===== src/rtl/bounce_square_565.sv =====
// Pixel stage behind the 480p timing generator: draws a square that bounces diagonally on a flat background, RGB565 out.
// Optional white one-pixel frame around the active area when BOUNCE_BORDER_EN is defined.
module bounce_square_565 #(
    parameter int CORDW     = 10,
    parameter int H_RES     = 640,
    parameter int V_RES     = 480,
    parameter int Q_SIZE    = 32,
    parameter int Q_SPEED   = 2,
    parameter int FRAME_DIV = 1
) (
    input  logic             PCLK,
    input  logic             RST_PCLK,
    input  logic [CORDW-1:0] SX,
    input  logic [CORDW-1:0] SY,
    input  logic             HSYNC_I,
    input  logic             VSYNC_I,
    input  logic             DE_I,
    output logic             HSYNC,
    output logic             VSYNC,
    output logic             DE,
    output logic [4:0]       RED,
    output logic [5:0]       GREEN,
    output logic [4:0]       BLUE
);
    localparam int EW = CORDW + 1;
    localparam int FW = (FRAME_DIV > 1) ? $clog2(FRAME_DIV) : 1;

    localparam logic [EW-1:0] H_RES_E = EW'(H_RES);
    localparam logic [EW-1:0] V_RES_E = EW'(V_RES);
    localparam logic [EW-1:0] SIZE_E  = EW'(Q_SIZE);
    localparam logic [EW-1:0] SPEED_E = EW'(Q_SPEED);

    typedef enum logic {DIR_INC = 1'b0, DIR_DEC = 1'b1} dir_e;

    typedef struct packed {
        logic [CORDW-1:0] pos;
        dir_e             dir;
    } axis_t;

    typedef struct packed {
        logic [4:0] r;
        logic [5:0] g;
        logic [4:0] b;
    } rgb_t;

    localparam rgb_t SQ_C = '{r: 5'h1F, g: 6'h2A, b: 5'h00};
    localparam rgb_t BG_C = '{r: 5'h02, g: 6'h05, b: 5'h0A};
`ifdef BOUNCE_BORDER_EN
    localparam rgb_t BD_C = '{r: 5'h1F, g: 6'h3F, b: 5'h1F};
`endif

    // One bounce step along an axis; arithmetic is one bit wider than the coordinate so the edge test never wraps.
    function automatic axis_t axis_step(input axis_t cur, input logic [EW-1:0] res);
        axis_t         nxt;
        logic [EW-1:0] p;
        p   = {1'b0, cur.pos};
        nxt = cur;
        if (cur.dir == DIR_INC) begin
            if (p + SIZE_E + SPEED_E >= res) begin
                nxt.pos = CORDW'(res - SIZE_E);
                nxt.dir = DIR_DEC;
            end else begin
                nxt.pos = CORDW'(p + SPEED_E);
            end
        end else begin
            if (p <= SPEED_E) begin
                nxt.pos = '0;
                nxt.dir = DIR_INC;
            end else begin
                nxt.pos = CORDW'(p - SPEED_E);
            end
        end
        return nxt;
    endfunction

    logic          tick_q, tick_d;
    logic [FW-1:0] fcnt_q, fcnt_d;
    axis_t         x_q, x_d, y_q, y_d;

    logic          in_sq_q, in_sq_d;
    logic          hs1_q, vs1_q, de1_q;
`ifdef BOUNCE_BORDER_EN
    logic          border_q, border_d;
`endif

    logic          hs2_q, vs2_q, de2_q;
    rgb_t          rgb_q, rgb_d;

    logic [EW-1:0] sx_e, sy_e, qx_e, qy_e;

    // NOTE: every always_comb output gets a default first, so no path can leave a signal unassigned and infer a latch.
    always_comb begin
        tick_d = (SX == '0) && (SY == CORDW'(V_RES));
        fcnt_d = fcnt_q;
        x_d    = x_q;
        y_d    = y_q;
        if (tick_q) begin
            if (fcnt_q == FW'(FRAME_DIV - 1)) begin
                fcnt_d = '0;
                x_d    = axis_step(x_q, H_RES_E);
                y_d    = axis_step(y_q, V_RES_E);
            end else begin
                fcnt_d = fcnt_q + FW'(1);
            end
        end

        sx_e    = {1'b0, SX};
        sy_e    = {1'b0, SY};
        qx_e    = {1'b0, x_q.pos};
        qy_e    = {1'b0, y_q.pos};
        in_sq_d = (sx_e >= qx_e) && (sx_e < qx_e + SIZE_E) &&
                  (sy_e >= qy_e) && (sy_e < qy_e + SIZE_E);
`ifdef BOUNCE_BORDER_EN
        border_d = (SX == '0) || (SX == CORDW'(H_RES - 1)) ||
                   (SY == '0) || (SY == CORDW'(V_RES - 1));
`endif

        rgb_d = '0;
        if (de1_q) begin
            rgb_d = in_sq_q ? SQ_C : BG_C;
`ifdef BOUNCE_BORDER_EN
            if (border_q) rgb_d = BD_C;
`endif
        end
    end

    // NOTE: sequential state uses non-blocking assignments so every flop samples the pre-edge value of its neighbours.
    always_ff @(posedge PCLK) begin
        if (RST_PCLK) begin
            tick_q   <= 1'b0;
            fcnt_q   <= '0;
            x_q      <= '{pos: '0, dir: DIR_INC};
            y_q      <= '{pos: '0, dir: DIR_INC};
            in_sq_q  <= 1'b0;
            hs1_q    <= 1'b0;
            vs1_q    <= 1'b0;
            de1_q    <= 1'b0;
`ifdef BOUNCE_BORDER_EN
            border_q <= 1'b0;
`endif
            hs2_q    <= 1'b0;
            vs2_q    <= 1'b0;
            de2_q    <= 1'b0;
            rgb_q    <= '0;
        end else begin
            tick_q   <= tick_d;
            fcnt_q   <= fcnt_d;
            x_q      <= x_d;
            y_q      <= y_d;
            in_sq_q  <= in_sq_d;
            hs1_q    <= HSYNC_I;
            vs1_q    <= VSYNC_I;
            de1_q    <= DE_I;
`ifdef BOUNCE_BORDER_EN
            border_q <= border_d;
`endif
            hs2_q    <= hs1_q;
            vs2_q    <= vs1_q;
            de2_q    <= de1_q;
            rgb_q    <= rgb_d;
        end
    end

    assign HSYNC = hs2_q;
    assign VSYNC = vs2_q;
    assign DE    = de2_q;
    assign RED   = rgb_q.r;
    assign GREEN = rgb_q.g;
    assign BLUE  = rgb_q.b;

endmodule


===== config.mk =====
export PLATFORM = sky130hd
export DESIGN_NAME = bounce_square_565
export DESIGN_NICKNAME = d
export VERILOG_FILES = /design/src/rtl/bounce_square_565.sv
export SDC_FILE = /design/constraint.sdc
export NUM_CORES = 1
export LEC_CHECK = 0
export CAP_MARGIN = 20
export CORE_MARGIN = 1.5
export CORE_UTILIZATION = 50
export DETAILED_ROUTE_END_ITERATION = 12
export PLACE_DENSITY_LB_ADDON = 0.12
export SETUP_SLACK_MARGIN = 0.05
export SLEW_MARGIN = 10
export SYNTH_ARGS = -nofsm -noshare
export SYNTH_HDL_FRONTEND = slang
export SYNTH_SLANG_ARGS = --single-unit

===== constraint.sdc =====
create_clock -name PCLK -period 3.3 [get_ports PCLK]
set_input_delay 0.66 -clock PCLK [delete_from_list [all_inputs] [get_ports PCLK]]
set_output_delay 0.66 -clock PCLK [all_outputs]
set_load 0.005 [all_outputs]

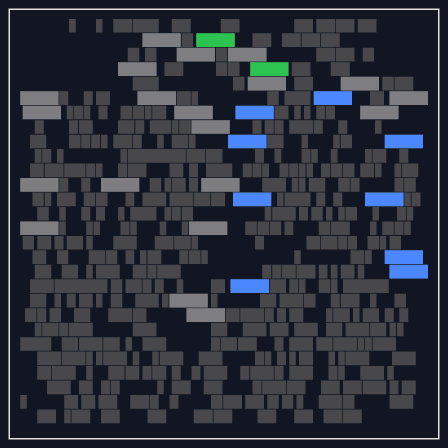
run_1/flops_by_reg.png
Other sequential cells in the stronger grey, the rest of the logic in the fainter grey.
| colour | netlist name | placed flops |
|---|---|---|
| blue | qx_e | 9 |
| green | RED | 2 |
not coloured: 20

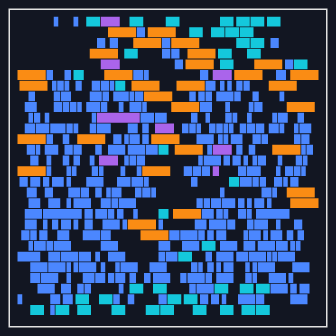
run_1/placement_by_type.png
| colour | class | cells | share of their area |
|---|---|---|---|
| cyan | remaining buffers and delay cells | 44 | 13% |
| orange | sequential cells | 31 | 18% |
| purple | clock drivers and dummy loads | 8 | 3.5% |
| blue | combinational and other logic | 334 | 65% |

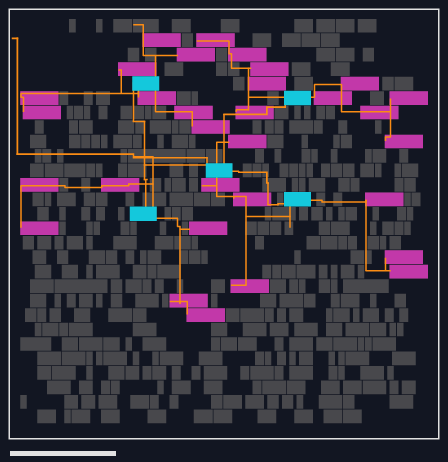
run_1/clk_routes.png
Scale bar: 20 um.
[orange] clock wires | length: 456 um
[magenta] flip-flops | count: 31
[cyan] clock drivers | count: 5
routed clock nets: 6

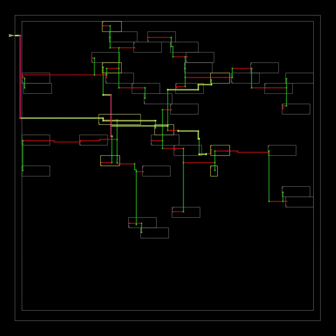
run_1/clocks.png
Num Clock Sinks: 31
Inserted Clock Buffers: 5
number of sequential cells: 31
power in the clock group: 0.392 mW

==> results_tabular.tex, run 1 <==
% Auto-generated results table
\begin{tabular}{lr}
\hline
Metric & Value \\
\hline
\multicolumn{2}{l}{\textbf{STA}} \\
\quad Worst-case headroom to the max-slew limit & 57.4\% \\
\quad Hold WS & 0.440 ns \\
\quad Summed negative setup slack over all endpoints & 0 ns \\
\quad Final Hold Violation Tally & 0 \\
\quad F\_max & 0.403 GHz \\
\quad Largest clock skew in the final design & 0.00629 ns \\
\quad Unrepaired setup endpoints after global routing & no \\
\quad Clock period minus worst slack & 2.48 ns \\
\quad Final Worst Setup Slack & 0.818 ns \\
\quad Worst Tran Pin Value & 0.638 ns \\
\quad Final number of max-transition violations & 0 \\
\quad Part of the cycle the worst path needs & 75.2\% \\
\multicolumn{2}{l}{\textbf{Power}} \\
\quad Seq pwr share & 40.3\% \\
\quad Leakage Power & 1.28 nW \\
\quad Fraction of power consumed by combinational cells & 20.9\% \\
\quad Overall power consumption & 1.01 mW \\
\quad Power in sequential cells & 0.406 mW \\
\quad P\_comb & 0.210 mW \\
\quad Ratio of total power to cell area & 290 nW/um\^{}2 \\
\quad VDD IR max & 0.198 mV \\
\quad Power spent charging and discharging nets & 0.276 mW \\
\quad Group drawing the most power & sequential cells \\
\quad Net Sw Frac & 27.4\% \\
\multicolumn{2}{l}{\textbf{Place}} \\
\quad Gp weighted congestion & 0.874 \\
\quad Final HPWL DP & 5710 um \\
\quad Number of port buffers & 39 \\
\quad Placement Cell Area & 3350 um\^{}2 \\
\quad Pre-CTS setup slack & 0.810 ns \\
\quad Placed cells & 484 \\
\multicolumn{2}{l}{\textbf{Run status}} \\
\quad Result of the run & completed \\
\multicolumn{2}{l}{\textbf{Cells and area}} \\
\quad Final Non-Filler Cells & 492 \\
\quad Final std cell area, no fill & 3470 um\^{}2 \\
\quad Count of nets after finishing & 481 \\
\quad Number of antenna cells inserted & 0 \\
\quad Layout cell share with drive strength beyond 1 & 5.28\% \\
\quad Util after Layout & 59.3\% \\
\multicolumn{2}{l}{\textbf{Critical path}} \\
\quad Worst-path cell with the longest stage delay & a2111oi\_4 \\
\quad Data required, critical path & 3.50 ns \\
\quad Crit Path Max Fanout & 7 \\
\quad Startpoint kind of the worst setup timing path & flop \\
\quad Total buffers and inverters traversed by the critical path & 1 \\
\quad Cell family contributing the most delay on the critical path & AND-OR/OR-AND gates \\
\quad Type of element capturing the critical path & flop \\
\quad CP arrival & 2.68 ns \\
\quad Crit-path cells & inv\_1, ha\_1, a21boi\_0, a21oi\_1, o31ai\_1, a2111oi\_4, nand3\_1, a221oi\_1 \\
\quad Slowest cell delay on critical path & 0.53 ns \\
\quad Kind of critical path & flop to flop \\
\multicolumn{2}{l}{\textbf{Synth}} \\
\quad Flip-flops with a built-in enable & 0 \\
\quad Basic Gates by Area & 25.3\% \\
\quad FFs w/ async S/R, synth & 0\% \\
\quad Number of instances in the synthesized netlist & 394 \\
\quad Dominant register cell in the synthesized netlist & dfxtp\_1 \\
\quad Sequential-to-total area share from yosys stat & 20.7\% \\
\quad Post-Synth AOI/OAI Area & 23.9\% \\
\quad Synthesized-area fraction occupied by adder cells & 16.7\% \\
\quad XOR-XNOR Cells, Area Fraction & 3.75\% \\
\quad Post-synthesis register bit count & 31 \\
\quad Multiplexer area fraction after synthesis & 0.333\% \\
\quad Synthesized area divided by synthesized cell count & 7.62 um\^{}2 \\
\quad Top logic family & simple AND/OR/NAND/NOR gates \\
\quad Yosys cell count & 394 \\
\quad Area of the mapped netlist & 3000 um\^{}2 \\
\quad Number of distinct standard cells referenced by the synthesized netlist & 57 \\
\quad Yosys warning total & 0 \\
\multicolumn{2}{l}{\textbf{Clocking}} \\
\quad Number of buffers on the longest clock path & 2 \\
\quad Number of H-tree levels & 2 \\
\quad Root Driver & clkbuf\_8 \\
\quad Post CTS Setup Buffer Count & 0 \\
\quad Post-cts hold buffer count & 0 \\
\quad CTS clk-pin slew, worst paths & 0.07 ns \\
\quad CTS-repair resized insts & 0 \\
\quad Clock tree from TritonCTS & built \\
\quad Insertion delay to the later sink of the worst-skew pair & 0.28 ns \\
\multicolumn{2}{l}{\textbf{Global routing}} \\
\quad Antenna violations before repair & 0 \\
\quad Number of global-route vias before repair & 2776 \\
\quad Largest net degree at the start of global routing & 28 \\
\quad Wire length of the first global-routing pass & 12800 um \\
\quad GRT Residual Overflow & 0 \\
\quad Global-route usage over all layers & 25.0\% \\
\multicolumn{2}{l}{\textbf{Flow run}} \\
\quad Number of warning messages in the logs & 36 \\
\quad Max Cap Violations & 0 \\
\multicolumn{2}{l}{\textbf{Drt}} \\
\quad DR WL/cell & 15.3 um \\
\quad DR iter-0 viols & 145 \\
\quad Count of TritonRoute iterations in the first routing pass & 5 \\
\quad Post-route ant nets & 0 \\
\quad Total routed wirelength & 7530 um \\
\quad Final routed DRC violation total & 0 \\
\quad Via Count & 2873 \\
\multicolumn{2}{l}{\textbf{Floorplan}} \\
\quad Number of rows in the core area & 28 \\
\quad Y dimension of the die & 80.5 um \\
\quad Standard cell core area & 5850 um\^{}2 \\
\quad Die span in x & 80.5 um \\
\quad Die outline area & 6480 um\^{}2 \\
\multicolumn{2}{l}{\textbf{Min path}} \\
\quad Kind of path behind the tightest hold check & flop to flop \\
\hline
\end{tabular}
run 1: cells in the final DEF (no fill, tap or decap), types with 3 or more instances in the layout:
cell type	synthesis	final
o31ai_1	5	5
nor4_1	4	4
buf_4	14	5
and4_1	3	3
clkbuf_8	0	6
nand2_1	33	33
nand2b_1	4	4
inv_1	24	24
a211oi_1	7	7
nor3_1	15	15
xnor2_1	11	11
a21oi_1	19	19
conb_1	1	4
nor2_1	28	28
nand3_1	20	20
o22ai_1	5	5
a31oi_1	9	9
o21ai_0	25	25
o311ai_1	3	3
clkdlybuf4s50_1	0	39
dfxtp_1	31	31
a311o_1	3	3
a21o_1	6	6
nor2b_1	13	13
nand4_1	9	9
ha_1	40	40
o21ai_1	3	3
o21a_1	3	3
run 1: cell usage after synthesis, types with 2 or more instances:
| master | count | share of area (%) |
|---|---|---|
| buf_4 | 14 | 3.5 |
| buf_2 | 6 | 1.0 |
| nand2b_1 | 4 | 0.83 |
| o211ai_1 | 2 | 0.50 |
| a22oi_1 | 2 | 0.50 |
| clkbuf_1 | 12 | 1.5 |
| nor3_1 | 15 | 2.5 |
| xnor2_1 | 11 | 3.2 |
| o21ai_0 | 25 | 4.2 |
| dfxtp_1 | 31 | 21 |
| o21ai_1 | 3 | 0.50 |
| nand4_1 | 9 | 1.9 |
| a311o_1 | 3 | 1.0 |
| o31ai_1 | 5 | 1.3 |
| nand3_1 | 20 | 3.3 |
| a21o_1 | 6 | 1.5 |
| a21oi_1 | 19 | 3.2 |
| inv_1 | 24 | 3.0 |
| a41oi_1 | 2 | 0.58 |
| o22ai_1 | 5 | 1.0 |
| nand2_1 | 33 | 4.1 |
| or4_4 | 2 | 0.75 |
| nor4_1 | 4 | 0.83 |
| nand3b_1 | 2 | 0.50 |
| a31oi_1 | 9 | 1.9 |
| ha_1 | 40 | 17 |
| a221oi_1 | 2 | 0.58 |
| and2_1 | 2 | 0.42 |
| nor2b_1 | 13 | 2.7 |
| o311ai_1 | 3 | 0.88 |
| nor2_1 | 28 | 3.5 |
| o21a_1 | 3 | 0.75 |
| and3_1 | 2 | 0.42 |
| a211oi_1 | 7 | 1.8 |
| and4_1 | 3 | 0.88 |
| a211o_1 | 2 | 0.58 |
run 1: layout make-up:
cell class                 instances  area [um^2]
multi-input combinational        308         2110
fill                             572         2380
inverter                          26         97.6
timing repair buffer              44          428
clock inverter                     2         35.0
clock buffer                       6         82.6
tap                               75         93.8
sequential                        31          621
run 1: metal layers:
metal	GRT usage, %	vias up	wire [um]
li1	-	1463	-
met1	30.6	1344	3410
met2	44.6	57	3770
met3	3.41	9	252
met4	7.76	0	87
met5	0	-	0
run 1: cells by family (layout without fill, tap and decap cells):
logic type / Yosys count / after routing
compound gates: 107 / 107
simple gates: 144 / 144
mux: 1 / 1
other cells: 1 / 4
flops: 31 / 31
xor+xnor: 12 / 12
fa+ha+maj: 40 / 40
buf+inv: 58 / 78
run 1: final timing paths:
path	from	end	slack, ns	cells past startpoint
setup / recovery	qy_e[6]	qy_e[3]	0.82	8
hold / removal	vs1_q	VSYNC	0.44	1
setup reg to reg	qy_e[6]	qy_e[3]	0.82	8
hold reg to reg	vs1_q	VSYNC	0.44	1
run_1/metal_density.png
The die is cut into 16 by 16 equal tiles; dark blue is low, red is high, scaled to the fullest tile. Values are wire area over tile area, all layers added.
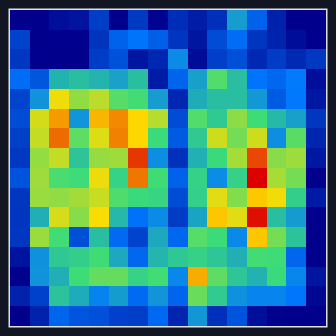

==> inputs of run 2 (changes only) <==
==> constraint.sdc (replaced) <==
create_clock -name PCLK -period 2.4 [get_ports PCLK]
set_input_delay 0.48 -clock PCLK [delete_from_list [all_inputs] [get_ports PCLK]]
set_output_delay 0.48 -clock PCLK [all_outputs]
set_load 0.005 [all_outputs]
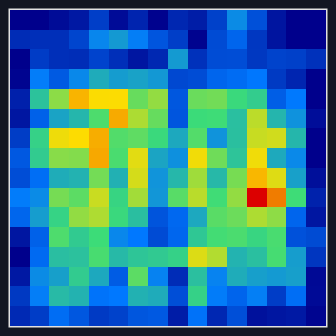
run_2/metal_density.png
The die is cut into 16 by 16 equal tiles; dark blue is low, red is high, scaled to the fullest tile. Values are wire area over tile area, all layers added.
fullest tile: 0.61
nearly empty tiles: 6.6%
emptiest ninth of the die: upper right
tiles over half the peak: 24%
mean over tiles: 0.20

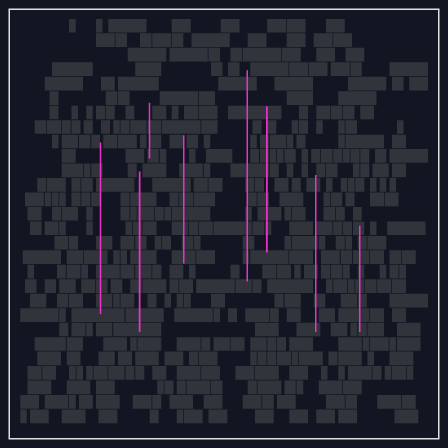
run_2/layer_met4.png
wire length on this layer: 212 um
longest straight run: 39.4 um
nets with wire on the layer: 7
main direction: vertical

==> run 2 against run 1 <==
Compared with the run above: register-to-register slack worse by 0.68 ns; critical path type unchanged; routed wire length is 6.3% higher; largest power group unchanged; flip-flop count stayed put.
==> results_tabular.tex, run 2 <==
% Auto-generated results table
\begin{tabular}{lr}
\hline
Metric & Value \\
\hline
\multicolumn{2}{l}{\textbf{Run status}} \\
\quad Result of the run & completed \\
\multicolumn{2}{l}{\textbf{STA}} \\
\quad Part of the cycle the worst path needs & 94.0\% (+19 points) \\
\quad Unrepaired setup endpoints after global routing & yes \\
\quad Final number of max-transition violations & 0 (unchanged) \\
\quad Largest clock skew in the final design & 0.00996 ns (+0.00366 ns) \\
\quad Clock period minus worst slack & 2.26 ns (-0.224 ns) \\
\quad Worst-case headroom to the max-slew limit & 63.3\% (+5.9 points) \\
\quad Summed negative setup slack over all endpoints & 0 ns (unchanged) \\
\quad F\_max & 0.443 GHz (+9.9\%) \\
\quad Final Hold Violation Tally & 0 (unchanged) \\
\quad Hold WS & 0.436 ns (-0.00418 ns) \\
\quad Worst Tran Pin Value & 0.547 ns (-0.0911 ns) \\
\quad Setup-violating endpoint count in the final report & 0 \\
\multicolumn{2}{l}{\textbf{Cells and area}} \\
\quad Util after Layout & 62.8\% (+3.4 points) \\
\quad Number of antenna cells inserted & 0 (unchanged) \\
\quad Count of nets after finishing & 508 (+5.6\%) \\
\quad P\&R area growth vs syn & 22.3\% \\
\quad Layout cell share with drive strength beyond 1 & 12.0\% (+6.7 points) \\
\quad Most common logic cells in the final layout & ha\_1, clkdlybuf4s50\_1, nand2\_1 \\
\quad Final std cell area, no fill & 3670 um\^{}2 (+5.8\%) \\
\multicolumn{2}{l}{\textbf{Power}} \\
\quad Fraction of power consumed by the clock network & 32.9\% \\
\quad Ratio of total power to cell area & 353 nW/um\^{}2 (+21\%) \\
\quad Internal power summed over all cells & 0.909 mW \\
\quad Seq pwr share & 43.0\% (+2.7 points) \\
\quad Net Sw Frac & 29.8\% (+2.4 points) \\
\quad Leakage Power & 1.41 nW (+10\%) \\
\quad Power spent charging and discharging nets & 0.387 mW (+40\%) \\
\quad Fraction of power consumed by combinational cells & 24.1\% (+3.2 points) \\
\quad VDD IR max & 0.260 mV (+31\%) \\
\multicolumn{2}{l}{\textbf{Drt}} \\
\quad Count of TritonRoute iterations in the first routing pass & 5 (unchanged) \\
\quad DR iter-0 viols & 191 (+32\%) \\
\quad DR WL/cell & 15.4 um (+0.96\%) \\
\quad Total routed wirelength & 8000 um (+6.3\%) \\
\quad Final routed DRC violation total & 0 (unchanged) \\
\quad Post-detailed-route via-to-cell ratio & 5.90 \\
\quad Via Count & 3056 (+6.4\%) \\
\quad Post-route ant nets & 0 (unchanged) \\
\multicolumn{2}{l}{\textbf{Floorplan}} \\
\quad Die span in x & 80.5 um (unchanged) \\
\quad Standard cell core area & 5850 um\^{}2 (unchanged) \\
\quad Number of rows in the core area & 28 (unchanged) \\
\quad Y dimension of the die & 80.5 um (unchanged) \\
\quad Initial core utilization & 51.3\% \\
\quad Ports placed on the boundary & 44 \\
\quad Die outline area & 6480 um\^{}2 (unchanged) \\
\multicolumn{2}{l}{\textbf{Synth}} \\
\quad Yosys warning total & 0 (unchanged) \\
\quad FFs w/ async S/R, synth & 0\% (unchanged) \\
\quad Post-synthesis cell type with the largest combined area & dfxtp\_1 \\
\quad Number of instances in the synthesized netlist & 394 (unchanged) \\
\quad Dominant register cell in the synthesized netlist & dfxtp\_1 \\
\quad Number of distinct standard cells referenced by the synthesized netlist & 57 (unchanged) \\
\quad Synthesized-area fraction occupied by adder cells & 16.7\% (unchanged) \\
\quad Post-synthesis register bit count & 31 (unchanged) \\
\quad Most numerous cell in the Yosys netlist & ha\_1 \\
\quad Area of the mapped netlist & 3000 um\^{}2 (unchanged) \\
\quad Multiplexer area fraction after synthesis & 0.333\% (unchanged) \\
\quad Flip-flops with a built-in enable & 0 (unchanged) \\
\quad Ranking of synthesized cells by instance count & ha\_1, nand2\_1, dfxtp\_1 \\
\quad Top cell type's share of synthesized area & 20.7\% (unchanged) \\
\quad Sequential-to-total area share from yosys stat & 20.7\% (unchanged) \\
\quad Synthesized area divided by synthesized cell count & 7.62 um\^{}2 (unchanged) \\
\quad Post-Synth AOI/OAI Area & 23.9\% (unchanged) \\
\quad Yosys cell count & 394 (unchanged) \\
\quad Basic Gates by Area & 25.3\% (unchanged) \\
\quad Post-synth area from yosys stat & 3000 um\^{}2 \\
\quad Top logic family & simple AND/OR/NAND/NOR gates \\
\quad Cells taking the most area after synthesis & dfxtp\_1, ha\_1, o21ai\_0 \\
\quad XOR-XNOR Cells, Area Fraction & 3.75\% (unchanged) \\
\multicolumn{2}{l}{\textbf{Global routing}} \\
\quad Largest net degree at the start of global routing & 28 (unchanged) \\
\quad Number of global-route vias before repair & 2900 (+4.5\%) \\
\quad Wire length of the first global-routing pass & 13200 um (+3.3\%) \\
\quad Antenna violations before repair & 0 (unchanged) \\
\quad GRT Residual Overflow & 0 (unchanged) \\
\quad Global-route usage over all layers & 26.2\% (+1.2 points) \\
\multicolumn{2}{l}{\textbf{Flow run}} \\
\quad Max Cap Violations & 0 (unchanged) \\
\quad Number of warning messages in the logs & 37 (+2.8\%) \\
\multicolumn{2}{l}{\textbf{Clocking}} \\
\quad Clock tree from TritonCTS & built \\
\quad CTS clk-pin slew, worst paths & 0.07 ns (about the same) \\
\quad Number of H-tree levels & 2 (unchanged) \\
\quad Number of buffers on the longest clock path & 2 (unchanged) \\
\quad Root Driver & clkbuf\_8 \\
\quad Insertion delay to the later sink of the worst-skew pair & 0.29 ns (about the same) \\
\quad Inserted Clock Buffers & 5 (unchanged) \\
\quad Num Clock Sinks & 31 (unchanged) \\
\multicolumn{2}{l}{\textbf{Critical path}} \\
\quad Slowest cell delay on critical path & 0.39 ns (-0.14 ns) \\
\quad Worst-path cell with the longest stage delay & a311o\_1 \\
\quad Kind of critical path & flop to flop \\
\quad Cell family contributing the most delay on the critical path & AND-OR/OR-AND gates \\
\quad Crit-path cells & inv\_1, ha\_1, nand4\_1, a311o\_1, a32oi\_2, nor4b\_4, buf\_4, a41oi\_1, o21ai\_1 \\
\quad Startpoint kind of the worst setup timing path & flop \\
\quad CP arrival & 2.44 ns (-0.24 ns) \\
\quad Total buffers and inverters traversed by the critical path & 2 (+1) \\
\quad Type of element capturing the critical path & flop \\
\quad Crit Path Max Fanout & 6 (-1) \\
\quad Data required, critical path & 2.58 ns (-0.92 ns) \\
\multicolumn{2}{l}{\textbf{Place}} \\
\quad Final HPWL DP & 6250 um (+9.5\%) \\
\quad Number of port buffers & 39 (unchanged) \\
\quad Gp weighted congestion & 0.892 (+2.1\%) \\
\quad Placement Cell Area & 3540 um\^{}2 (+5.6\%) \\
\multicolumn{2}{l}{\textbf{Min path}} \\
\quad Kind of path behind the tightest hold check & flop to flop \\
\hline
\end{tabular}
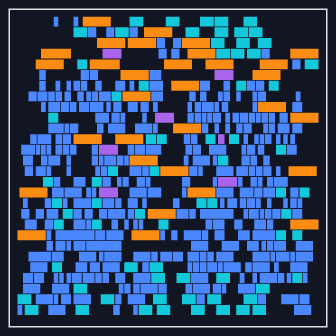
run_2/placement_by_type.png
| colour | class | cells | share of their area |
|---|---|---|---|
| cyan | remaining buffers and delay cells | 71 | 18% |
| purple | clock drivers and dummy loads | 7 | 2.4% |
| blue | combinational and other logic | 334 | 63% |
| orange | sequential cells | 31 | 17% |

[run 2: path summary, 6_finish.rpt]
| kind | start | end | slack [ns] | depth (start not counted) |
|---|---|---|---|---|
| max | qx_e[5] | qx_e[8] | 0.14 | 9 |
| min | hs1_q | HSYNC | 0.44 | 1 |
| max reg2reg | qx_e[5] | qx_e[8] | 0.14 | 9 |
| min reg2reg | hs1_q | HSYNC | 0.44 | 1 |
[run 2: cells by family (layout without fill, tap and decap cells)]
family / count (synthesis) / after routing
AND/OR/NAND/NOR: 144 / 144
other: 1 / 4
buffers and inverters: 58 / 104
flip-flops: 31 / 31
AND-OR/OR-AND: 107 / 107
XOR/XNOR: 12 / 12
multiplexers: 1 / 1
adder cells (fa/ha/maj): 40 / 40
[run 2: stage by stage]
step,cells,total power [mW],worst slack [ns]
global route,518,1.37,0.0384
floorplan,397,0.756,0.0623
CTS,516,1.30,0.114
finish,518,1.30,0.143
global placement,509,0.861,0.0956
detailed placement,509,0.870,-0.00477
[run 2: worst reg2reg max path, delay by kind of cell (launching register included)]
kind | cells | cell delay [ns]
compound gates | 4 | 1.02
fa+ha+maj | 1 | 0.21
buf+inv | 2 | 0.32
flops | 1 | 0.35
simple gates | 2 | 0.24
[run 2: metal layers]
layer  share of wire [%]  vias up  GRT usage, %
met5                   0        -             0
met4                 2.6        0          12.8
met3                 4.5       17          3.18
met2                  51      104          47.1
met1                  42     1420          30.2
li1                    -     1515             -
[run 2: layout make-up]
class	count	area (um^2)
fillers	519	2180
multi-input cells	308	2140
repair buffers	71	631
flip-flops and latches	31	623
inverters	26	97.6
well taps	75	93.8
clock buffers	6	82.6
clock inverters	1	5.00
[run 2: timing repair]
item | CTS | global route
hold buffers | 0 | 0
buffers inserted | 0 | 2
setup endpoints to repair | 0 | 12
gates resized | 0 | 5
[run 2: power by group through the flow]
| stage | clock network [mW] | logic, mW | registers (mW) |
|---|---|---|---|
| after detailed placement | 0 | 0.303 | 0.567 |
| after floorplan | 0 | 0.204 | 0.551 |
| after global routing | 0.459 | 0.351 | 0.558 |
| final | 0.426 | 0.312 | 0.557 |
| after global placement | 0 | 0.295 | 0.567 |
| after CTS | 0.436 | 0.304 | 0.556 |
run_2/clk_routes.png
Scale bar: 20 um.
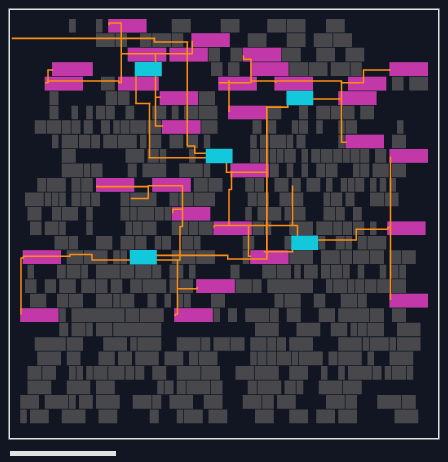

==> inputs of run 3 (changes only) <==
--- a/config.mk
+++ b/config.mk
@@ -6,10 +6,11 @@
 export NUM_CORES = 1
 export LEC_CHECK = 0
 export CAP_MARGIN = 20
-export CORE_MARGIN = 1.5
+export CORE_MARGIN = 4
 export CORE_UTILIZATION = 50
 export DETAILED_ROUTE_END_ITERATION = 12
 export PLACE_DENSITY_LB_ADDON = 0.12
+export REMOVE_ABC_BUFFERS = 1
 export SETUP_SLACK_MARGIN = 0.05
 export SLEW_MARGIN = 10
 export SYNTH_ARGS = -nofsm -noshare
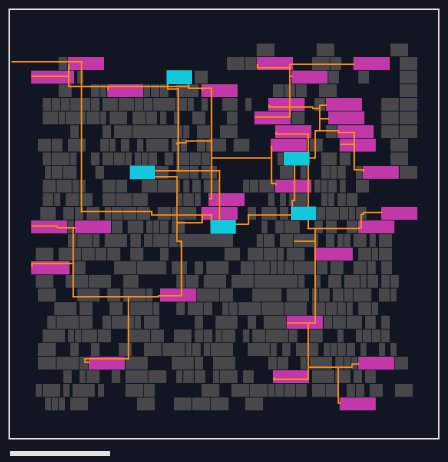
run_3/clk_routes.png
Scale bar: 20 um.
[orange] clock wires | length: 553 um
[magenta] flip-flops | count: 31
[cyan] clock drivers | count: 5
flops lie: spread over the die
routed clock nets: 6

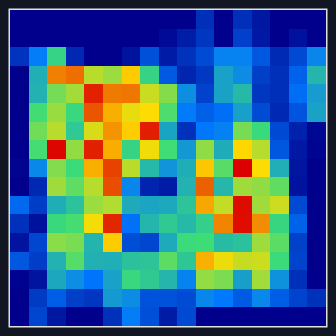
run_3/metal_density.png
The die is cut into 17 by 17 equal tiles; dark blue is low, red is high, scaled to the fullest tile. Values are wire area over tile area, all layers added.
tiles over half the peak: 28%
fullest tile: 0.55
mean over tiles: 0.18
emptiest ninth of the die: upper right

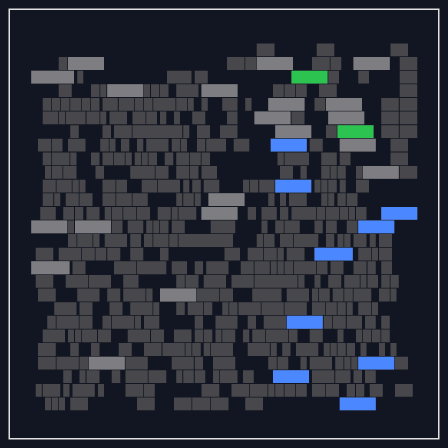
run_3/flops_by_reg.png
Other sequential cells in the stronger grey, the rest of the logic in the fainter grey.
| colour | netlist name | placed flops |
|---|---|---|
| green | RED | 2 |
| blue | qx_e | 9 |
not coloured: 20

==> run 3 against run 2 <==
Compared with the run above: power is 10% higher; clock skew down 0.0018 ns; maximum frequency is 0.54% lower; via count rose by 0.33%; die area up 13%; register-to-register slack about the same; routed wire length increased by 3.5%; worst hold slack better by 0.0050 ns; clock power is 32% higher; clock-buffer cell count stayed put; utilization up 2.3 points.
==> results_tabular.tex, run 3 <==
% Auto-generated results table
\begin{tabular}{lr}
\hline
Metric & Value \\
\hline
\multicolumn{2}{l}{\textbf{Synth}} \\
\quad Sequential-to-total area share from yosys stat & 20.7\% (unchanged) \\
\quad Most numerous cell in the Yosys netlist & ha\_1 \\
\quad Cells taking the most area after synthesis & dfxtp\_1, ha\_1, o21ai\_0 \\
\quad Flip-flops with a built-in enable & 0 (unchanged) \\
\quad Yosys cell count & 394 (unchanged) \\
\quad Post-synth area from yosys stat & 3000 um\^{}2 (unchanged) \\
\quad Number of instances in the synthesized netlist & 394 (unchanged) \\
\quad Synthesized area divided by synthesized cell count & 7.62 um\^{}2 (unchanged) \\
\quad Area of the mapped netlist & 3000 um\^{}2 (unchanged) \\
\quad Yosys warning total & 0 (unchanged) \\
\quad Post-synthesis register bit count & 31 (unchanged) \\
\quad Number of distinct standard cells referenced by the synthesized netlist & 57 (unchanged) \\
\quad Dominant register cell in the synthesized netlist & dfxtp\_1 \\
\multicolumn{2}{l}{\textbf{Clocking}} \\
\quad Root Driver & clkbuf\_8 \\
\quad Insertion delay to the later sink of the worst-skew pair & 0.29 ns (about the same) \\
\quad Num Clock Sinks & 31 (unchanged) \\
\quad Clock tree from TritonCTS & built \\
\quad Number of H-tree levels & 2 (unchanged) \\
\quad Post-cts hold buffer count & 0 (unchanged) \\
\quad Inserted Clock Buffers & 5 (unchanged) \\
\quad CTS clk-pin slew, worst paths & 0.07 ns (about the same) \\
\multicolumn{2}{l}{\textbf{Critical path}} \\
\quad Worst R2R Setup Slack & 0.13 ns (about the same) \\
\quad Total buffers and inverters traversed by the critical path & 1 (-1) \\
\quad Crit-path cells & and4\_2, a21oi\_1, o31ai\_1, a2111oi\_4, buf\_4, a31oi\_1, a211oi\_1 \\
\quad Startpoint kind of the worst setup timing path & flop \\
\quad Type of element capturing the critical path & flop \\
\quad Reg2reg end & qy\_e[2] \\
\quad Cell family contributing the most delay on the critical path & AND-OR/OR-AND gates \\
\quad Slowest cell delay on critical path & 0.62 ns (+0.23 ns) \\
\quad Worst-path cell with the longest stage delay & dfxtp\_1 \\
\quad Kind of critical path & flop to flop \\
\quad Worst setup path startpoint & qy\_e[4] \\
\quad Logic depth of the worst path, buffers included & 7 (-2) \\
\quad Startpoint of the lowest-slack register-to-register path & qy\_e[4] \\
\quad Data required, critical path & 2.56 ns (-0.02 ns) \\
\quad Setup crit end & qy\_e[2] \\
\multicolumn{2}{l}{\textbf{Global routing}} \\
\quad Number of global-route vias before repair & 2827 (-2.5\%) \\
\quad Largest net degree at the start of global routing & 40 (+43\%) \\
\quad Wire length of the first global-routing pass & 13300 um (+1.3\%) \\
\quad Antenna violations before repair & 0 (unchanged) \\
\multicolumn{2}{l}{\textbf{Power}} \\
\quad Power spent charging and discharging nets & 0.411 mW (+6.4\%) \\
\quad Fraction of power consumed by combinational cells & 21.6\% (-2.5 points) \\
\quad VDD IR max & 0.325 mV (+25\%) \\
\quad Internal power summed over all cells & 1.02 mW (+12\%) \\
\quad Seq pwr share & 38.9\% (-4.1 points) \\
\quad Ratio of total power to cell area & 386 nW/um\^{}2 (+9.5\%) \\
\quad Net Sw Frac & 28.8\% (-1.0 points) \\
\quad Overall power consumption & 1.43 mW (+10\%) \\
\quad Leakage Power & 1.41 nW (+0.59\%) \\
\quad Fraction of power consumed by the clock network & 39.6\% (+6.7 points) \\
\multicolumn{2}{l}{\textbf{STA}} \\
\quad Unrepaired setup endpoints after global routing & no \\
\quad Clock period minus worst slack & 2.27 ns (+0.0122 ns) \\
\quad Worst Tran Pin Value & 0.629 ns (+0.0820 ns) \\
\quad Final number of max-transition violations & 0 (unchanged) \\
\quad Setup-violating endpoint count in the final report & 0 (unchanged) \\
\quad Final Hold Violation Tally & 0 (unchanged) \\
\quad Summed negative setup slack over all endpoints & 0 ns (unchanged) \\
\quad F\_max & 0.441 GHz (-0.54\%) \\
\multicolumn{2}{l}{\textbf{Drt}} \\
\quad Via Count & 3066 (+0.33\%) \\
\quad Post-detailed-route via-to-cell ratio & 5.94 (+0.72\%) \\
\quad Count of TritonRoute iterations in the first routing pass & 5 (unchanged) \\
\quad Post-route ant nets & 0 (unchanged) \\
\quad Total routed wirelength & 8280 um (+3.5\%) \\
\quad DR iter-0 viols & 159 (-17\%) \\
\quad DR WL/cell & 16.1 um (+3.9\%) \\
\multicolumn{2}{l}{\textbf{Cells and area}} \\
\quad Number of antenna cells inserted & 0 (unchanged) \\
\quad Util after Layout & 65.1\% (+2.3 points) \\
\quad P\&R area growth vs syn & 23.1\% \\
\multicolumn{2}{l}{\textbf{Flow run}} \\
\quad Number of warning messages in the logs & 35 (-5.4\%) \\
\multicolumn{2}{l}{\textbf{Min path}} \\
\quad Kind of path behind the tightest hold check & flop to flop \\
\multicolumn{2}{l}{\textbf{Floorplan}} \\
\quad Die outline area & 7310 um\^{}2 (+13\%) \\
\quad Initial core utilization & 52.9\% (+1.6 points) \\
\quad Y dimension of the die & 85.5 um (+6.2\%) \\
\quad Ports placed on the boundary & 44 (unchanged) \\
\quad Standard cell core area & 5680 um\^{}2 (-3.0\%) \\
\multicolumn{2}{l}{\textbf{Place}} \\
\quad Gp weighted congestion & 0.898 (+0.62\%) \\
\quad Number of port buffers & 39 (unchanged) \\
\quad Final HPWL DP & 6330 um (+1.3\%) \\
\multicolumn{2}{l}{\textbf{Run status}} \\
\quad Result of the run & completed \\
\hline
\end{tabular}
run 3: cell counts after synthesis:
Identical to the previous run, type by type.
run 3: worst min path at each step:
stage                        from       end  cells past startpoint
final                       hs1_q     HSYNC                      1
after global routing        hs1_q     HSYNC                      1
after CTS                   hs1_q     HSYNC                      1
after global placement      vs1_q     VSYNC                      1
after detailed placement    hs1_q     HSYNC                      1
after floorplan           in_sq_q  GREEN[2]                      1
run 3: through the flow:
stage | hold slack, ns | instance area, um^2 | cells | worst slack [ns]
global placement | 0.417 | 3530 | 505 | 0.123
detailed placement | 0.434 | 3530 | 505 | 0.0974
global route | 0.465 | 3690 | 516 | 0.0548
floorplan | 0.383 | 2830 | 365 | 0.180
CTS | 0.452 | 3650 | 513 | 0.0759
finish | 0.441 | 3690 | 516 | 0.131
run 3: worst reg2reg max path: cells and delay by family, from the launching register on:
family,cells,cell delay (ns)
AOI/OAI and AO/OA,5,0.96
buffers and inverters,1,0.19
DFF,1,0.62
and+or+nand+nor,1,0.39
run 3: kinds of logic (layout without fill, tap and decap cells):
kind of cell | after synthesis | after routing | share of synthesized area (%)
adder cells (fa/ha/maj) | 40 | 40 | 16.7
multiplexers | 1 | 1 | 0.333
AND-OR/OR-AND | 107 | 107 | 23.9
AND/OR/NAND/NOR | 144 | 144 | 25.3
other | 1 | 4 | 0.125
flip-flops | 31 | 31 | 20.7
buffers and inverters | 58 | 105 | 9.25
XOR/XNOR | 12 | 12 | 3.75
run 3: area by class of cell:
class,instances,area (um^2)
sequential,31,627
timing repair buffer,71,631
fill,503,1980
multi-input combinational,308,2130
clock inverter,2,35.0
tap,72,90.1
clock buffer,6,82.6
inverter,26,97.6
run 3: timing repair:
| item | in CTS | in global routing |
|---|---|---|
| endpoints found under the hold margin | 0 | 0 |
| resized | 0 | 7 |
| buffers inserted | 0 | 3 |
| endpoints found under the setup margin | 0 | 19 |
run 3: power by group through the flow:
stage	clock, mW	combinational (mW)	sequential [mW]
floorplan	0	0.169	0.567
global placement	0	0.295	0.566
detailed placement	0	0.303	0.566
CTS	0.568	0.304	0.554
global route	0.592	0.348	0.557
finish	0.564	0.308	0.555
run 3: routing by layer:
layer  up-vias  track usage (%)  part of all wire, %
met3        12             4.37                  5.9
li1       1527                -                    -
met1      1403             28.5                   43
met4         0             7.05                  1.7
met5         -                0                    0
met2       124             38.3                   49
Power figures rest on the tool's default switching activity, not on a simulated workload.
